==> images/route_heat.png <==
The die is cut into 25 by 25 equal tiles; dark blue is low, red is high, scaled to the fullest tile. Values are wire area over tile area, all layers added.
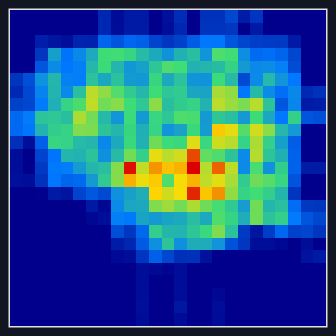
==> images/clock_nets.png <==
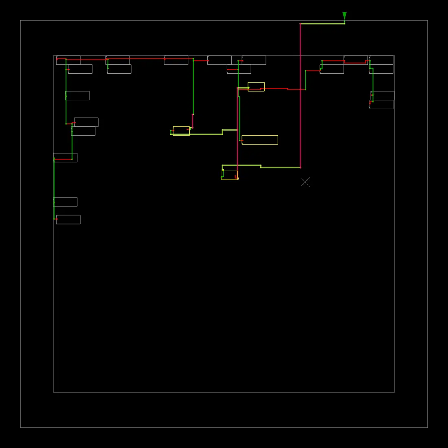
==> images/clock_wires.png <==
Bar = 50 um.
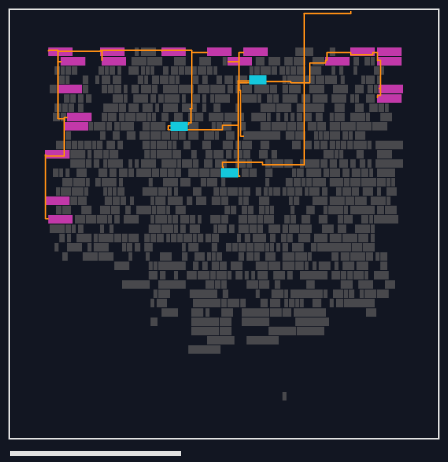
==> images/m4.png <==
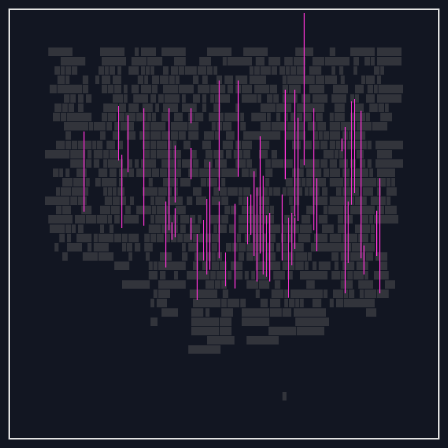
File: src/rtl/acc_datapath_alu.sv
// rtl/acc_datapath_alu.sv - accumulator datapath with ALU, N/Z/C/V flags and optional iterative multiplier
// Optional feature macro: ACC_DP_MUL_EN (shift-add multiplier with busy handshake)

module acc_datapath_alu #(
    parameter int NB_DATA    = 16,
    parameter int NB_OPERAND = 11,
    parameter int NB_SHAMT   = $clog2(NB_DATA)
) (
    input  logic                  i_clock,
    input  logic                  i_reset,
    input  logic [NB_DATA-1:0]    i_ram_data,
    input  logic [NB_OPERAND-1:0] i_operand,
    input  logic [1:0]            i_sel_a,
    input  logic                  i_sel_b,
    input  logic                  i_enb_acc,
    input  logic [3:0]            i_op,
    output logic [NB_DATA-1:0]    o_ram_data,
    output logic [3:0]            o_flags,
    output logic                  o_busy
);

    localparam logic [3:0] OP_ADD = 4'd0;
    localparam logic [3:0] OP_SUB = 4'd1;
    localparam logic [3:0] OP_AND = 4'd2;
    localparam logic [3:0] OP_OR  = 4'd3;
    localparam logic [3:0] OP_XOR = 4'd4;
    localparam logic [3:0] OP_SLL = 4'd5;
    localparam logic [3:0] OP_SRL = 4'd6;
    localparam logic [3:0] OP_SRA = 4'd7;
    localparam logic [3:0] OP_MUL = 4'd8;

    localparam logic [1:0] SEL_RAM  = 2'b00;
    localparam logic [1:0] SEL_IMM  = 2'b01;
    localparam logic [1:0] SEL_ALU  = 2'b10;

    localparam int MSB = NB_DATA - 1;

    logic [NB_DATA-1:0]  acc;
    logic [3:0]          flags;
    logic [NB_DATA-1:0]  imm_ext;
    logic [NB_DATA-1:0]  opb;
    logic [NB_SHAMT-1:0] shamt;
    logic [NB_DATA-1:0]  alu_res;
    logic                alu_c;
    logic                alu_v;
    logic                alu_flag_op;
    logic                wr;
    logic                busy;
    logic                mul_done;
    logic [NB_DATA-1:0]  mul_lo;
    logic                mul_hi_nz;

    assign imm_ext     = {{(NB_DATA-NB_OPERAND){i_operand[NB_OPERAND-1]}}, i_operand};
    assign opb         = i_sel_b ? i_ram_data : imm_ext;
    assign shamt       = opb[NB_SHAMT-1:0];
    // ops 0-7 are the only ones that produce an ALU result and touch flags
    assign alu_flag_op = (i_op[3] == 1'b0);
    // the control unit's write is dropped entirely while the multiplier runs
    assign wr          = i_enb_acc & ~busy;

    // combinational ALU; the extra bit in each shift catches the last bit shifted out
    always_comb begin
        alu_res = '0;
        alu_c   = 1'b0;
        alu_v   = 1'b0;
        case (i_op)
            OP_ADD: begin
                {alu_c, alu_res} = {1'b0, acc} + {1'b0, opb};
                alu_v = (acc[MSB] == opb[MSB]) && (alu_res[MSB] != acc[MSB]);
            end
            OP_SUB: begin
                // top bit of the widened difference is the borrow (acc < B unsigned)
                {alu_c, alu_res} = {1'b0, acc} - {1'b0, opb};
                alu_v = (acc[MSB] != opb[MSB]) && (alu_res[MSB] != acc[MSB]);
            end
            OP_AND: alu_res = acc & opb;
            OP_OR:  alu_res = acc | opb;
            OP_XOR: alu_res = acc ^ opb;
            OP_SLL: {alu_c, alu_res} = {1'b0, acc} << shamt;
            OP_SRL: {alu_res, alu_c} = {acc, 1'b0} >> shamt;
            OP_SRA: {alu_res, alu_c} = $signed({acc, 1'b0}) >>> shamt;
            default: begin
                alu_res = '0;
                alu_c   = 1'b0;
                alu_v   = 1'b0;
            end
        endcase
    end

`ifdef ACC_DP_MUL_EN
    typedef enum logic {
        S_IDLE,
        S_RUN
    } mul_state_t;

    mul_state_t               state;
    mul_state_t               state_next;
    logic [NB_SHAMT-1:0]      mul_cnt;
    logic [2*NB_DATA-1:0]     mcand;
    logic [NB_DATA-1:0]       mplier;
    logic [2*NB_DATA-1:0]     product;
    logic [2*NB_DATA-1:0]     prod_step;
    logic                     mul_start;

    assign mul_start = wr && (i_sel_a == SEL_ALU) && (i_op == OP_MUL);
    assign prod_step = product + (mplier[0] ? mcand : '0);
    assign busy      = (state == S_RUN);
    // the last RUN cycle folds in the final partial product and retires
    assign mul_done  = (state == S_RUN) && (mul_cnt == '0);
    assign mul_lo    = prod_step[NB_DATA-1:0];
    assign mul_hi_nz = |prod_step[2*NB_DATA-1:NB_DATA];

    // multiplier state register
    always_ff @(posedge i_clock) begin
        if (i_reset) begin
            state <= S_IDLE;
        end else begin
            state <= state_next;
        end
    end

    // multiplier next-state: one pass of NB_DATA cycles through RUN
    always_comb begin
        state_next = state;
        case (state)
            S_IDLE:  if (mul_start) state_next = S_RUN;
            S_RUN:   if (mul_cnt == '0) state_next = S_IDLE;
            default: state_next = S_IDLE;
        endcase
    end

    // shift-add datapath: multiplicand moves left, multiplier right, one bit per cycle
    always_ff @(posedge i_clock) begin
        if (i_reset) begin
            mcand   <= '0;
            mplier  <= '0;
            product <= '0;
            mul_cnt <= '0;
        end else if (state == S_IDLE) begin
            if (mul_start) begin
                mcand   <= {{NB_DATA{1'b0}}, acc};
                mplier  <= opb;
                product <= '0;
                mul_cnt <= NB_SHAMT'(NB_DATA - 1);
            end
        end else begin
            product <= prod_step;
            mcand   <= mcand << 1;
            mplier  <= mplier >> 1;
            mul_cnt <= mul_cnt - 1'b1;
        end
    end
`else
    // no multiplier: op 8 falls through as a NOP and the datapath never stalls
    assign busy      = 1'b0;
    assign mul_done  = 1'b0;
    assign mul_lo    = '0;
    assign mul_hi_nz = 1'b0;
`endif

    // accumulator and flag register; a retiring multiply has priority over writes
    always_ff @(posedge i_clock) begin
        if (i_reset) begin
            acc   <= '0;
            flags <= 4'b0000;
        end else if (mul_done) begin
            acc   <= mul_lo;
            flags <= {mul_lo[MSB], (mul_lo == '0), mul_hi_nz, 1'b0};
        end else if (wr) begin
            case (i_sel_a)
                SEL_RAM: acc <= i_ram_data;
                SEL_IMM: acc <= imm_ext;
                SEL_ALU: begin
                    if (alu_flag_op) begin
                        acc   <= alu_res;
                        flags <= {alu_res[MSB], (alu_res == '0), alu_c, alu_v};
                    end
                end
                default: acc <= acc;
            endcase
        end
    end

    assign o_ram_data = acc;
    assign o_flags    = flags;
    assign o_busy     = busy;

endmodule

File: config.mk
export PLATFORM = sky130hd
export DESIGN_NAME = acc_datapath_alu
export DESIGN_NICKNAME = d
export VERILOG_FILES = /design/src/rtl/acc_datapath_alu.sv
export SDC_FILE = /design/constraint.sdc
export NUM_CORES = 1
export LEC_CHECK = 0
export CORE_MARGIN = 10
export CORE_UTILIZATION = 50
export CTS_CLUSTER_SIZE = 28
export DETAILED_ROUTE_END_ITERATION = 7
export DONT_BUFFER_PORTS = 1
export GPL_ROUTABILITY_DRIVEN = 0
export GPL_TIMING_DRIVEN = 0
export PLACE_DENSITY = 0.75
export REMOVE_ABC_BUFFERS = 1
export SETUP_SLACK_MARGIN = 0.15
export SLEW_MARGIN = 25
export SYNTH_ARGS = -nofsm -noshare
export SYNTH_HDL_FRONTEND = slang
export SYNTH_SLANG_ARGS = --single-unit
export TNS_END_PERCENT = 50
File: constraint.sdc
create_clock -name i_clock -period 5.37 [get_ports i_clock]
set_clock_uncertainty 0.1 [all_clocks]
set_input_delay 1.074 -clock i_clock [delete_from_list [all_inputs] [get_ports i_clock]]
set_output_delay 1.074 -clock i_clock [all_outputs]
set_load 0.005 [all_outputs]
==> impl_summary.log <==
[flow] summary of implementation run
INFO  metric drt_wl_total = 20,400 um
INFO  metric final.setup.tns = 0 ps
INFO  metric ys_seq_elements = 20
INFO  metric yosys_area = ~5500 um^2
INFO  metric arrival = 5100 ps
INFO  metric pwr_density_cell = ~160 nW/um^2
INFO  metric detail_route.vias_per_cell = about 7.4
INFO  metric max_slew.worst_pin.slew = about 1100 ps
INFO  metric internal_power = ~0.00048 W
INFO  metric total_leakage_power = roughly 2.2 nW
INFO  metric drt-wirelength-per-cell = ~24 um
INFO  metric ctsHtreeMaxLevel = 1
INFO  metric fin_worst_hold_slack = 400 ps
INFO  metric hold_path.startpoint = o_flags[0]
INFO  metric synth-cells-yosys = roughly 750
INFO  metric warning_count = about 70
INFO  metric placement.cell_area = about 5600 um^2
INFO  metric cp-start-kind = input pin
INFO  metric grt_max_degree = 36
INFO  metric min-delay-path-class = flop to flop
INFO  metric run_status = finished, violations left
INFO  metric num_rows = 38
INFO  metric layout.cell_area.non_filler = ~5700 um^2
INFO  metric cts_hold_buffers = 0
INFO  metric detailedRoute.firstPassIterationCount = 8
INFO  metric cts_max_path_buffers = 2
INFO  metric synth.distinct_cells = about 76
INFO  metric vdd.ir_drop.worst = roughly 0.00017 V
INFO  metric total_switching_power = about 0.00044 W
INFO  metric final_clock_period_utilization_by_the_worst_path = between 90% and 100%
INFO  metric critPathCaptureType = flop
INFO  metric syn2layout_area_growth = 2.85%
INFO  metric place_worst_setup_slack = -578 ps
INFO  metric ff_latch_area = around 400 um^2
INFO  metric post_cts_resize_count = 1
INFO  metric logic_area = ~4700 um^2
INFO  metric detailedPlacementHpwl = 15,400 um
INFO  metric synthesis.area = around 5500 um^2
INFO  metric fillers = just over 1,000
INFO  metric detail_route.iter0.violations = roughly 900
INFO  metric post_synthesis_sequential_area_ratio = about 7.2%
INFO  metric min_period = around 5000 ps
INFO  metric floorplan.initialDensity = roughly 51%
INFO  metric die_w = around 130 um
INFO  metric gr-usage-all-layers = between 20% and 30%
INFO  metric detailroute.via_count = a little over 6,000
INFO  metric warnings_from_yosys = 0
INFO  metric n_antenna_cell = 0
INFO  metric postSynth.asyncResetShare = 0%
INFO  metric core_area = between 10,000 and 15,000 um^2
INFO  metric tritoncts_clock_tree = built
INFO  metric maxSlewViolCount = 0
INFO  metric comb_power_share = between 60% and 70%
INFO  metric power.total = ~0.0009 W
INFO  metric num_io_pins = a little under 60
INFO  metric count_of_library_flops_with_an_enable_pin = 0
INFO  metric max_freq = 201 MHz
INFO  metric final-hold-violation-count = 0
INFO  metric detail-route-antenna-nets = 0
INFO  metric report.final.setup_viol = 0
INFO  metric globalRouteOverflowTotal = 0
INFO  metric drc_errors = 1
INFO  metric worstPathMaxFanout = 35
INFO  metric sequential_fraction_of_design_power = between 20% and 30%
INFO  metric final-instance-count-excl-fill = ~840
INFO  metric crit_path_start = i_sel_b
INFO  metric mean_area_per_synthesized_cell = ~7.3 um^2
INFO  metric num-nets-final = 805
INFO  metric worst_slew_margin_rel = between 20% and 30%
INFO  metric unrepaired_setup_endpoints_after_global_routing = false
INFO  metric number_of_antenna_violations_at_the_first_check_in_global_routing = 0
INFO  metric switching_share = 47.8%
INFO  metric clock-root-buffer = clkbuf_8
INFO  metric clk_slew_on_worst_s_h_paths = around 90 ps
INFO  metric failed_checks = DRC
INFO  metric worst_slack = just under 400 ps
INFO  metric setup.worst_path.class = input pin to flop
INFO  metric die-area = 15,700 um^2
INFO  metric placedCellCount = 838
INFO  metric ff_type = dfxtp_1
INFO  metric post-cts-setup-buffers = 0
INFO  metric first_global_vias = between 5,000 and 6,000
INFO  metric grt_pass1_wl = around 33,000 um
INFO  metric postSynthCellCount = between 700 and 800
INFO  metric layout-drive-gt1-share = 6.25%
INFO  metric die_height = 125 um
INFO  metric total_of_buffers_placed_on_input_and_output_ports = 0
INFO  metric r2r-start = o_ram_data[1]
INFO  metric cp.required = ~5500 ps
INFO  metric maxCapViolCount = 0
INFO  metric utilization = a little over half
-- route_heat.png (at the start) --
- densest ninth of the die: centre
- fullest tile: 1.0
- nearly empty tiles: 35%
- tiles over half the peak: 14%

-- clock_nets.png (at the start) --
CTS buffer count: 3
CTS sink cnt: 20
latest clock arrival within the worst-skew pair: 280 ps

-- clock_wires.png (at the start) --
- flip-flops: magenta (count 20)
- clock wires: orange (length 377 um)
- clock-net drivers: cyan (count 3)
- routed clock nets: 4
Clock Power: 0.000161 W
Clk network pwr share: 17.6%

-- m4.png (at the start) --
- wire length on this layer: 1,070 um
- longest straight run: 48.3 um
- nets with wire on the layer: 47
- main direction: vertical

==> synthesized netlist by cell type, types with 7 or more instances <==
cell / instances / area (um^2)
a211o_1: 7 / 61.3
xor2_1: 8 / 70.1
xnor2_1: 11 / 96.3
clkbuf_1: 49 / 184
mux2i_1: 41 / 410
ha_1: 61 / 763
o21ai_0: 45 / 225
nand2b_1: 14 / 87.6
o211ai_1: 20 / 150
nor2b_1: 10 / 62.6
or3_1: 9 / 56.3
a221oi_1: 7 / 61.3
mux4_2: 12 / 270
inv_1: 47 / 176
a211oi_1: 21 / 158
o221ai_1: 8 / 70.1
nor2_1: 45 / 169
a311oi_1: 9 / 78.8
nand2_1: 64 / 240
a21oi_1: 65 / 325
a31oi_1: 8 / 50.1
nor3_1: 32 / 160
dfxtp_1: 20 / 400
nand3_1: 11 / 55.1
o22ai_1: 15 / 93.8
a21o_1: 10 / 75.1
==> state kept, by name, indices dropped and copies added (netlist names) <==
| register | count |
|---|---|
| o_ram_data | 16 |
| o_flags | 4 |
==> cells in the final DEF (no fill, tap or decap), drive strengths merged, types with 9 or more instances in the layout <==
cell and count:
mux4 16, xnor2 11, o21ai 46, a21oi 65, a21o 10, dfxtp 20, o22ai 15, mux2i 44
ha 61, nand3 11, nand2b 14, nand2 64, nor2b 10, nor2 45, a211oi 21, nor3 32
o211ai 20, or3 9, a311oi 9, inv 49
==> path summary, 6_finish.rpt <==
path | to | cells after the start | slack (ps)
max | o_flags[2] | 12 | 390
min | o_flags[0] | 2 | 400
max reg2reg | o_flags[2] | 11 | 1040
min reg2reg | o_flags[0] | 2 | 400
==> critical path, cell delays in order <==
cell	delay (ps)
mux2i_4	710
inv_4	340
ha_1	380
a211oi_1	370
o21ai_0	290
a41oi_1	400
o21bai_1	120
xnor2_1	150
o221ai_1	170
a2111oi_0	600
nand4_1	260
o21ai_1	190
==> logic make-up after synthesis <==
| family | after synthesis | share of synthesized area [%] |
|---|---|---|
| AND-OR/OR-AND | 264 | 32.3 |
| AND/OR/NAND/NOR | 215 | 19.1 |
| buffers and inverters | 110 | 8.22 |
| adder cells (fa/ha/maj) | 63 | 14.5 |
| multiplexers | 61 | 15.5 |
| flip-flops | 20 | 7.25 |
| XOR/XNOR | 19 | 3.01 |
| other | 1 | 0.0679 |
==> power groups by stage <==
stage | combinational [W] | sequential [W] | clock (W)
final | 0.000551 | 0.000200 | 0.000161
after global routing | 0.000596 | 0.000202 | 0.000168
after CTS | 0.000528 | 0.000199 | 0.000161
after detailed placement | 0.000524 | 0.000203 | 0
after global placement | 0.000497 | 0.000201 | 0
after floorplan | 0.000399 | 0.000183 | 0
==> metal layers <==
| layer | GRT usage [%] | wire length [um] | vias to the layer above |
|---|---|---|---|
| li1 | - | - | 2732 |
| met1 | 30.9 | 7900 | 2887 |
| met2 | 37.4 | 8760 | 477 |
| met3 | 7.31 | 2690 | 108 |
| met4 | 10.4 | 1070 | 0 |
| met5 | 0 | 0 | - |
==> layout make-up <==
type | count | share of cell area, %
multi-input cells | 623 | 83.3
flip-flops and latches | 20 | 7.05
inverters | 50 | 3.39
well taps | 140 | 3.08
repair buffers | 7 | 1.89
clock buffers | 3 | 0.727
clock inverters | 1 | 0.528
Power and IR drop assume default switching activity.
